Fig. 1: run 1, routed metal per tile
(2 px per um) The die is cut into 25 by 30 equal tiles; dark purple is low, yellow is high, scaled to the fullest tile. Values are wire area over tile area, all layers added.
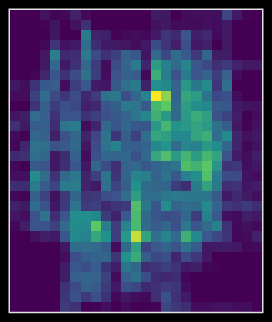
Fig. 2: run 1, placed standard cells
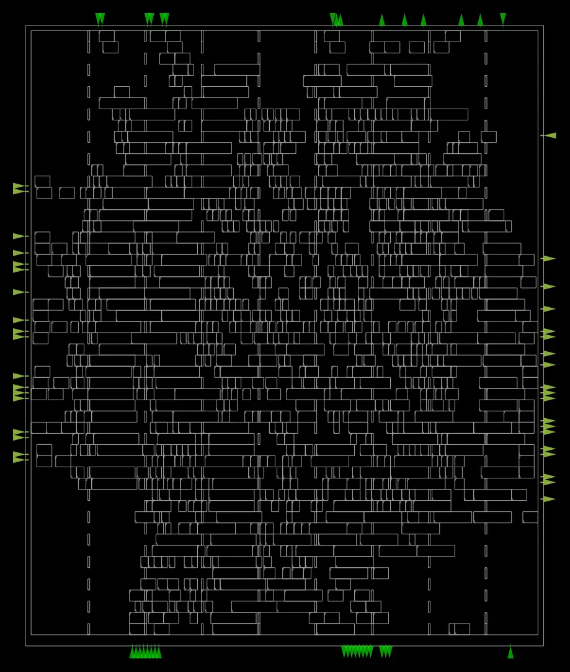
Fig. 3: run 1, gate families picked out
(2 px per um)
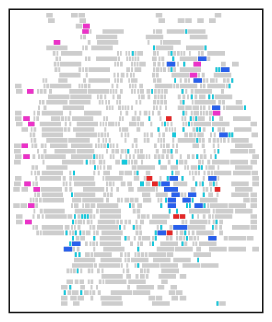
Fig. 4: run 1, metal layers overlaid
(2 px per um) Two of the layers only.
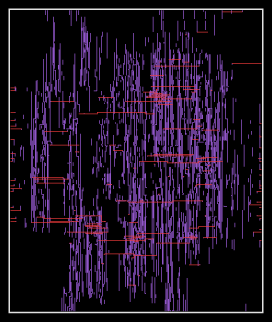
## src/rtl/dual_issue_scheduler.sv

```systemverilog
// dual_issue_scheduler
// In-order dual-issue scheduler sitting between fetch and decode/execute.
// Fetched instruction pairs are buffered in a small circular queue. A
// per-register countdown scoreboard tracks pending writes. Each cycle up to
// two instructions are issued from the queue head into registered output
// slots, and fetch is backpressured through in_ready.
//
// Instruction fields: opcode [15:12] (0 = nop), imm [11], dest [10:8],
// src1 [7:5], src2 [4:2] (src2 only read when imm == 0).
//
// Optional macro FORWARD_EN: when defined, an issue loads the scoreboard
// with PIPE_LAT-1 to model an EX->EX bypass; when undefined it loads PIPE_LAT.

module dual_issue_scheduler #(
    parameter int PIPE_LAT = 2,   // issue-to-readable latency, >= 2
    parameter int QDEPTH   = 4,   // queue entries, power of 2, >= 2
    parameter int NREG     = 8    // architectural registers (3-bit index)
) (
    input  logic        clk,
    input  logic        rst,
    input  logic        in_valid,
    output logic        in_ready,
    input  logic [15:0] in_instr1,
    input  logic [15:0] in_instr2,
    input  logic        flush,
    output logic [15:0] out_instr1,
    output logic [15:0] out_instr2,
    output logic [1:0]  issue_count,
    output logic        stall
);

    localparam int CNT_W = $clog2(PIPE_LAT + 1);
    localparam int PTR_W = $clog2(QDEPTH);
    localparam int OCC_W = $clog2(QDEPTH + 1);

`ifdef FORWARD_EN
    localparam logic [CNT_W-1:0] LOAD_VAL = CNT_W'(PIPE_LAT - 1);
`else
    localparam logic [CNT_W-1:0] LOAD_VAL = CNT_W'(PIPE_LAT);
`endif

    typedef enum logic [1:0] {
        ST_EMPTY = 2'd0,
        ST_RUN   = 2'd1,
        ST_HOLD  = 2'd2
    } state_t;

    // ------------------------------------------------------------------
    // State
    // ------------------------------------------------------------------
    logic [15:0]      q_mem [QDEPTH];
    logic [PTR_W-1:0] head_q;
    logic [PTR_W-1:0] tail_q;
    logic [OCC_W-1:0] occ_q;
    logic [OCC_W-1:0] occ_d;

    logic [CNT_W-1:0] cnt_q [NREG];
    logic [CNT_W-1:0] cnt_d [NREG];

    logic [15:0]      out1_q;
    logic [15:0]      out2_q;
    logic [1:0]       count_q;

    state_t           state_q;
    logic             stall_q;

    // ------------------------------------------------------------------
    // Push side
    // ------------------------------------------------------------------
    logic [OCC_W-1:0] free_slots;
    logic             accept;
    logic             in1_live;
    logic             in2_live;
    logic             wr0_en;
    logic             wr1_en;
    logic [15:0]      wr0_data;
    logic [15:0]      wr1_data;
    logic [1:0]       n_push;

    assign free_slots = OCC_W'(QDEPTH) - occ_q;
    assign in_ready   = (free_slots >= OCC_W'(2)) && !flush;
    assign accept     = in_valid && in_ready;
    assign in1_live   = (in_instr1[15:12] != 4'h0);
    assign in2_live   = (in_instr2[15:12] != 4'h0);

    // Compact the accepted pair: nops are dropped, survivors keep their order.
    always_comb begin
        // NOTE: every output of a combinational block gets a default first so no path can infer a latch.
        wr0_en   = 1'b0;
        wr1_en   = 1'b0;
        wr0_data = in_instr1;
        wr1_data = in_instr2;
        n_push   = 2'd0;
        if (accept) begin
            if (in1_live && in2_live) begin
                wr0_en = 1'b1;
                wr1_en = 1'b1;
                n_push = 2'd2;
            end else if (in1_live) begin
                wr0_en = 1'b1;
                n_push = 2'd1;
            end else if (in2_live) begin
                wr0_en   = 1'b1;
                wr0_data = in_instr2;
                n_push   = 2'd1;
            end
        end
    end

    // ------------------------------------------------------------------
    // Issue side: head and head+1 checked against the scoreboard
    // ------------------------------------------------------------------
    logic [15:0] head_instr;
    logic [15:0] next_instr;
    logic        head_vld;
    logic        next_vld;
    logic        haz1;
    logic        haz2;
    logic        raw2;
    logic        waw2;
    logic        issue1;
    logic        issue2;
    logic [1:0]  n_pop;

    assign head_instr = q_mem[head_q];
    assign next_instr = q_mem[head_q + PTR_W'(1)];
    assign head_vld   = (occ_q != '0);
    assign next_vld   = (occ_q > OCC_W'(1));

    // A source is blocked while its producer still has more than one cycle to go.
    assign haz1 = (cnt_q[head_instr[7:5]] > CNT_W'(1)) ||
                  (!head_instr[11] && (cnt_q[head_instr[4:2]] > CNT_W'(1)));
    assign haz2 = (cnt_q[next_instr[7:5]] > CNT_W'(1)) ||
                  (!next_instr[11] && (cnt_q[next_instr[4:2]] > CNT_W'(1)));

    // The younger slot may not read or overwrite what the older slot writes.
    assign raw2 = (next_instr[7:5] == head_instr[10:8]) ||
                  (!next_instr[11] && (next_instr[4:2] == head_instr[10:8]));
    assign waw2 = (next_instr[10:8] == head_instr[10:8]);

    assign issue1 = head_vld && !haz1 && !flush;
    assign issue2 = issue1 && next_vld && !haz2 && !raw2 && !waw2;
    assign n_pop  = {1'b0, issue1} + {1'b0, issue2};

    assign occ_d = occ_q - OCC_W'(n_pop) + OCC_W'(n_push);

    // Scoreboard next state: an issue load beats the countdown on the same edge.
    always_comb begin
        for (int r = 0; r < NREG; r++) begin
            cnt_d[r] = cnt_q[r];
            if ((issue1 && (head_instr[10:8] == 3'(r))) ||
                (issue2 && (next_instr[10:8] == 3'(r)))) begin
                cnt_d[r] = LOAD_VAL;
            end else if (cnt_q[r] != '0) begin
                cnt_d[r] = cnt_q[r] - CNT_W'(1);
            end
        end
    end

    // ------------------------------------------------------------------
    // Sequential logic
    // ------------------------------------------------------------------

    // Queue storage writes; validity is tracked by the pointers and occupancy.
    // NOTE: the storage array has no reset -- occupancy already marks every entry invalid after reset or flush.
    always_ff @(posedge clk) begin
        if (wr0_en) begin
            q_mem[tail_q] <= wr0_data;
        end
        if (wr1_en) begin
            q_mem[tail_q + PTR_W'(1)] <= wr1_data;
        end
    end

    // Queue pointers and occupancy; flush empties the queue and ignores any push.
    // NOTE: state registers use non-blocking assignments so every flop samples pre-edge values.
    always_ff @(posedge clk or posedge rst) begin
        if (rst) begin
            head_q <= '0;
            tail_q <= '0;
            occ_q  <= '0;
        end else if (flush) begin
            head_q <= '0;
            tail_q <= '0;
            occ_q  <= '0;
        end else begin
            head_q <= head_q + PTR_W'(n_pop);
            tail_q <= tail_q + PTR_W'(n_push);
            occ_q  <= occ_d;
        end
    end

    // Scoreboard counters; flush discards all pending writes.
    always_ff @(posedge clk or posedge rst) begin
        if (rst) begin
            for (int r = 0; r < NREG; r++) begin
                cnt_q[r] <= '0;
            end
        end else if (flush) begin
            for (int r = 0; r < NREG; r++) begin
                cnt_q[r] <= '0;
            end
        end else begin
            for (int r = 0; r < NREG; r++) begin
                cnt_q[r] <= cnt_d[r];
            end
        end
    end

    // Registered issue slots; an unissued slot carries a nop.
    always_ff @(posedge clk or posedge rst) begin
        if (rst) begin
            out1_q  <= 16'h0000;
            out2_q  <= 16'h0000;
            count_q <= 2'd0;
        end else if (flush) begin
            out1_q  <= 16'h0000;
            out2_q  <= 16'h0000;
            count_q <= 2'd0;
        end else begin
            out1_q  <= issue1 ? head_instr : 16'h0000;
            out2_q  <= issue2 ? next_instr : 16'h0000;
            count_q <= n_pop;
        end
    end

    // Control FSM with registered stall: EMPTY -> RUN on push, RUN <-> HOLD on head hazard.
    always_ff @(posedge clk or posedge rst) begin
        if (rst) begin
            state_q <= ST_EMPTY;
            stall_q <= 1'b0;
        end else if (flush) begin
            state_q <= ST_EMPTY;
            stall_q <= 1'b0;
        end else begin
            case (state_q)
                ST_EMPTY: begin
                    if (n_push != 2'd0) begin
                        state_q <= ST_RUN;
                        stall_q <= 1'b0;
                    end
                end
                ST_RUN: begin
                    if (occ_d == '0) begin
                        state_q <= ST_EMPTY;
                        stall_q <= 1'b0;
                    end else if (head_vld && haz1) begin
                        state_q <= ST_HOLD;
                        stall_q <= 1'b1;
                    end
                end
                ST_HOLD: begin
                    if (issue1) begin
                        state_q <= ST_RUN;
                        stall_q <= 1'b0;
                    end
                end
                default: begin
                    state_q <= ST_EMPTY;
                    stall_q <= 1'b0;
                end
            endcase
        end
    end

    assign out_instr1  = out1_q;
    assign out_instr2  = out2_q;
    assign issue_count = count_q;
    assign stall       = stall_q;

endmodule

```

## config.mk

```make
export PLATFORM = sky130hd
export DESIGN_NAME = dual_issue_scheduler
export DESIGN_NICKNAME = d
export VERILOG_FILES = /design/src/rtl/dual_issue_scheduler.sv
export SDC_FILE = /design/constraint.sdc
export NUM_CORES = 1
export LEC_CHECK = 0
export ABC_AREA = 1
export CORE_ASPECT_RATIO = 1.2
export CORE_MARGIN = 1
export CORE_UTILIZATION = 40
export CTS_CLUSTER_SIZE = 30
export DETAILED_ROUTE_END_ITERATION = 10
export PLACE_DENSITY = 0.64
export SYNTH_ARGS = -nofsm -noshare
export SYNTH_HDL_FRONTEND = slang
export SYNTH_SLANG_ARGS = --single-unit
export TNS_END_PERCENT = 5
```

## constraint.sdc

```tcl
create_clock -name clk -period 4.92 [get_ports clk]
set_clock_uncertainty 0.05 [all_clocks]
set_input_delay 0.738 -clock clk [delete_from_list [all_inputs] [get_ports clk]]
set_output_delay 0.738 -clock clk [all_outputs]
set_load 0.02 [all_outputs]
```

==> reports/metrics.cfg, run 1 <==
[synth]
synthTopLogicFamily = simple AND/OR/NAND/NOR gates
ys_sh_aoi_pct = 10.9
synth_area_um2 = 7390
topCellsByArea = edfxtp_1 (26%), dfrtp_1 (20%), nand2_1 (13%)
fa_ha_area_share_pct = 3.76
ys_sh_mux_pct = 2.08
synth_cell_type_count = 41
edf_count = 64
synth_cells = 908
top_cell_area_share_pct = 26.0
simple_gate_area_share_pct = 27.7
yosysWarnings = 0
async_reset_ff_share_pct = 48.4
top_cell = nand2_1
ys.flops = 124
ys_seq_share_pct = 46.3
syn_area_per_cell_um2 = 8.13

[drt]
drt_pass1_iterations = 5
postRouteAntennaNets = 0
drt_iter0_drc = 498
drc_errors = 0
dr_wl_met3_um = 880
vias_per_cell = 5.00
met1_length_mm = 8.17

[power_and_ir_drop]
powerDensity_nw_per_um2 = 540
p_leak_uw = 0.00417
finalPower_uw = 4830

[cells_and_area]
dominant_cells = registers
insertedDiodeCount = 0
nets = 1044
regArea_um2 = 3420
inv_count = 105
buffer_area_share_pct = 9.70
num-multi-input-gates = 647
clockNetworkAreaShare_pct = 7.08
logic_area_um2 = 3340
n_clock_buffer = 21
syn2layout_area_growth_pct = 21.2
layout-drive-gt1-share_pct = 12.0

[final_timing]
period_needed_ps = 4310
setup_tns_ps = 0
rsz0062_at_grt = no
setup_slack_ps = 608
tightest_slew_ps = 756
relSlewSlack_pct = 49.5
slew_viol_final = 0

[global_routing]
grt_pass1_vias = 5617
grt_use_met1_pct = 26.5
grt-ovfl-total = 0
grt_use_met3_pct = 3.43
antenna_found_initial = 0
grt_max_degree = 40
grtUsageMet2_pct = 33.9

[floorplan]
rows = 54
tap_cells = 224
core_um2 = 18100
chipArea_um2 = 19000
die_y_um = 151

[critical_path]
path_buffers = 5
cp-startpoint = occ_q[1]
cp-endpoint = state_q[0]
cp_max_fo = 6
endpoint_kind = register
slowest_delay_ps = 520
startpoint_type = register
timing.rr.start = occ_q[1]
arrival_ps = 4610
path_delay_family = adder cells
cp_num_cells = 19
cp_cell_sequence = inv_1, ha_1, ha_1, inv_1, o31ai_1, inv_1, nand2_1, nor2_1, inv_1, fa_1, fa_1, xnor2_1, xor2_1, nand3_1, nand4_1, inv_1, nand2_1, nand3_1, o21ai_0
crit_required_ps = 5210
r2r_cells = 19

[run]
drv_cap = 0

[placement]
place_ws_ps = 491
gp_congestion = 0.901
dpl.hpwl_mm = 14.4
placed_cell_area_um2 = 8320
portBuffers = 71

[clock_tree]
cts_max_path_buffers = 2
cts_sinks = 124
cts.reportedPaths.clkPinSlew_ps = 50
htreeDepth = 4
post-cts-setup-buffer-count = 0
cts_buffers = 17
cts-root-buf = clkbuf_16
holdBufCountCts = 0
cts_resized = 0
clock_latency_ps = 420

[worst_hold_path]
holdCritPathClass = register to register
holdPathEnd = out_instr1[14]
hold_depth = 2

[run_status]
status = finished clean

Notes on Fig. 1 above:
tiles over half the peak: 7.2%
densest ninth of the die: middle
mean over tiles: 0.16
emptiest ninth of the die: bottom right
nearly empty tiles: 20%
fullest tile: 0.79

Notes on Fig. 2 above:
Seq area share: 38.2%
FILL cells: 1728
utilization after layout: 49.5%

Notes on Fig. 3 above:
| family | color | cells |
|---|---|---|
| XOR/XNOR gates | red | 7 |
| adder and majority cells | blue | 21 |
| multiplexers | magenta | 15 |
| inverters | cyan | 105 |

Notes on Fig. 4 above:
| layer | color | wire length |
|---|---|---|
| met3 | red | 881 um |
| met2 | purple | 8700 um |
vias: 6122
Routed wire per std cell: 15.2 um
detailed-route wire length: 18.6 mm
Tot GR Track Use: 21.0%

[run 1: power by group]
| group | internal (uW) | switching [uW] |
|---|---|---|
| Combinational | 712 | 1370 |
| Sequential | 1300 | 110 |
| Clock | 885 | 452 |
| Total | 2900 | 1940 |
[run 1: worst reg2reg max path, cell delays in order, from the launching register on]
cell     delay (ps)
dfrtp_1         390
inv_1           110
ha_1            210
ha_1            270
inv_1            30
o31ai_1         490
inv_1           130
nand2_1         290
nor2_1          120
inv_1           260
fa_1            520
fa_1            450
xnor2_1         170
xor2_1          190
nand3_1          90
nand4_1          80
inv_1            50
nand2_1          90
nand3_1         100
o21ai_0         150
[run 1: sequential cells by signal, summed over array words and instances, names as in the netlist]
name	count
out_instr1	16
tail_q	2
stall	1
out_instr2	16
cnt_q	16
q_mem	64
head_q	2
state_q	2
issue_count	2
occ_q	3
==> run 2, diff against run 1 <==
--- a/config.mk
+++ b/config.mk
@@ -7,7 +7,6 @@
 export LEC_CHECK = 0
 export ABC_AREA = 1
 export CORE_ASPECT_RATIO = 1.2
-export CORE_MARGIN = 1
 export CORE_UTILIZATION = 40
 export CTS_CLUSTER_SIZE = 30
 export DETAILED_ROUTE_END_ITERATION = 10
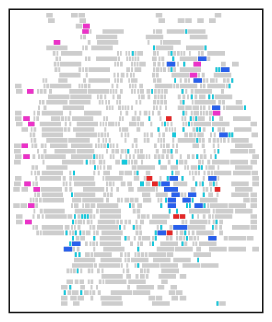
Fig. 5. Gate families picked out (run 2).
(2 px per um)
| family | color | cells |
|---|---|---|
| multiplexers | magenta | 15 |
| XOR/XNOR gates | red | 7 |
| adder and majority cells | blue | 21 |
| inverters | cyan | 105 |

==> run 2 against run 1 <==
  * Combinational power about the same
  * Design area stayed put
  * Maximum frequency unchanged
  * Total power stayed put
  * Largest power group unchanged
  * Via count stayed put
  * Routed wire length stayed put
  * Critical endpoint unchanged
==> reports/metrics.cfg, run 2 <==
[critical_path]
worstSetupPathType = register to register
endpoint_kind = register
path_delay_family = adder cells
crit_required_ps = 5210
cp-endpoint = state_q[0]
startpoint_type = register
cp_num_cells = 19
cp-startpoint = occ_q[1]
cp_max_fo = 6
cp_cell_sequence = inv_1, ha_1, ha_1, inv_1, o31ai_1, inv_1, nand2_1, nor2_1, inv_1, fa_1, fa_1, xnor2_1, xor2_1, nand3_1, nand4_1, inv_1, nand2_1, nand3_1, o21ai_0
arrival_ps = 4610
timing.rr.start = occ_q[1]
rrSetupSlack_ps = 610
path_buffers = 5
crit_top_cell = inv_1
slowest_delay_ps = 520

[clock_tree]
holdBufCountCts = 0
htreeDepth = 4
cts_resized = 0
post-cts-setup-buffer-count = 0
cts_sinks = 124
cts.reportedPaths.clkPinSlew_ps = 50
cts-root-buf = clkbuf_16
cts_buffers = 17

[synth]
top_cell_area_share_pct = 26.0
syn_area_per_cell_um2 = 8.13
synth_cells = 908
yosysWarnings = 0
ys_seq_share_pct = 46.3
ys.flops = 124
edf_count = 64
topCellsByArea = edfxtp_1 (26%), dfrtp_1 (20%), nand2_1 (13%)
syn-num-nets = 965
synth_cell_type_count = 41
async_reset_ff_share_pct = 48.4
top_cell = nand2_1
synth_area_um2 = 7390

[power_and_ir_drop]
p_comb_share_pct = 43.2
p_seq_share_pct = 29.2
p_int_uw = 2900
vdd_drop_max_uv = 306
p_sw_uw = 1940
finalPower_uw = 4830
switching_share_pct = 40.1
powerSeq_uw = 1410
powerDensity_nw_per_um2 = 540
clk-power_uw = 1340
combinationalPower_uw = 2090
power_frac_clock_pct = 27.7
p_leak_uw = 0.00417
maxPowerGroup = combinational logic

[run_status]
status = finished clean

[floorplan]
core_um2 = 18100
die_y_um = 151
tap_cells = 224
chipArea_um2 = 19000
rows = 54

[cells_and_area]
nets = 1044
final_area_um2 = 8950
num-multi-input-gates = 647
clockNetworkAreaShare_pct = 7.08
buffer_area_share_pct = 9.70
n_clock_buffer = 21
layout-drive-gt1-share_pct = 12.0
inv_count = 105
logic_area_um2 = 3340
finish.utilization_pct = 49.5
largest_reg_flops = 64
fillCellCount = 1728
regArea_um2 = 3420
seq_area_share_pct = 38.2
dominant_cells = registers
syn2layout_area_growth_pct = 21.2
insertedDiodeCount = 0

[drt]
drt_iter0_drc = 498
vias_per_cell = 5.00
wire_per_inst_um = 15.2
wirelength_mm = 18.6
drc_errors = 0
drt_pass1_iterations = 5
postRouteAntennaNets = 0
num_vias = 6122

[global_routing]
grt-ovfl-total = 0
grt_pass1_vias = 5617
grt_max_degree = 40
grt_usage_pct = 21.0
antenna_found_initial = 0

[final_timing]
slew_viol_final = 0
rsz0062_at_grt = no
relSlewSlack_pct = 49.5
tightest_slew_ps = 756
setup_tns_ps = 0
setup_slack_ps = 608
period_needed_ps = 4310

[worst_hold_path]
holdCritPathClass = register to register
holdPathEnd = out_instr1[14]
hold_depth = 2

[placement]
place_ws_ps = 491
dpl.hpwl_mm = 14.4
portBuffers = 71
gp_congestion = 0.901
placed_cell_area_um2 = 8320

[run]
drv_cap = 0

run 2: cell counts after synthesis:
Identical to the previous run, type by type.
run 2: logic make-up (layout without fill, tap and decap cells):
logic type,Yosys count,in the layout,synth area share (%)
AND/OR/NAND/NOR,457,457,27.7
AND-OR/OR-AND,147,147,10.9
buffers and inverters,137,229,8.37
flip-flops,124,124,46.3
adder cells (fa/ha/maj),21,21,3.76
multiplexers,15,15,2.08
XOR/XNOR,7,7,0.830
run 2: routing by layer:
layer | vias to the layer above | GRT usage [%] | wire [um]
li1 | 3128 | - | -
met1 | 2766 | 26.5 | 8170
met2 | 183 | 33.9 | 8700
met3 | 45 | 3.43 | 880
met4 | 0 | 12.8 | 878
met5 | - | 0 | 0
Power and IR drop assume default switching activity.
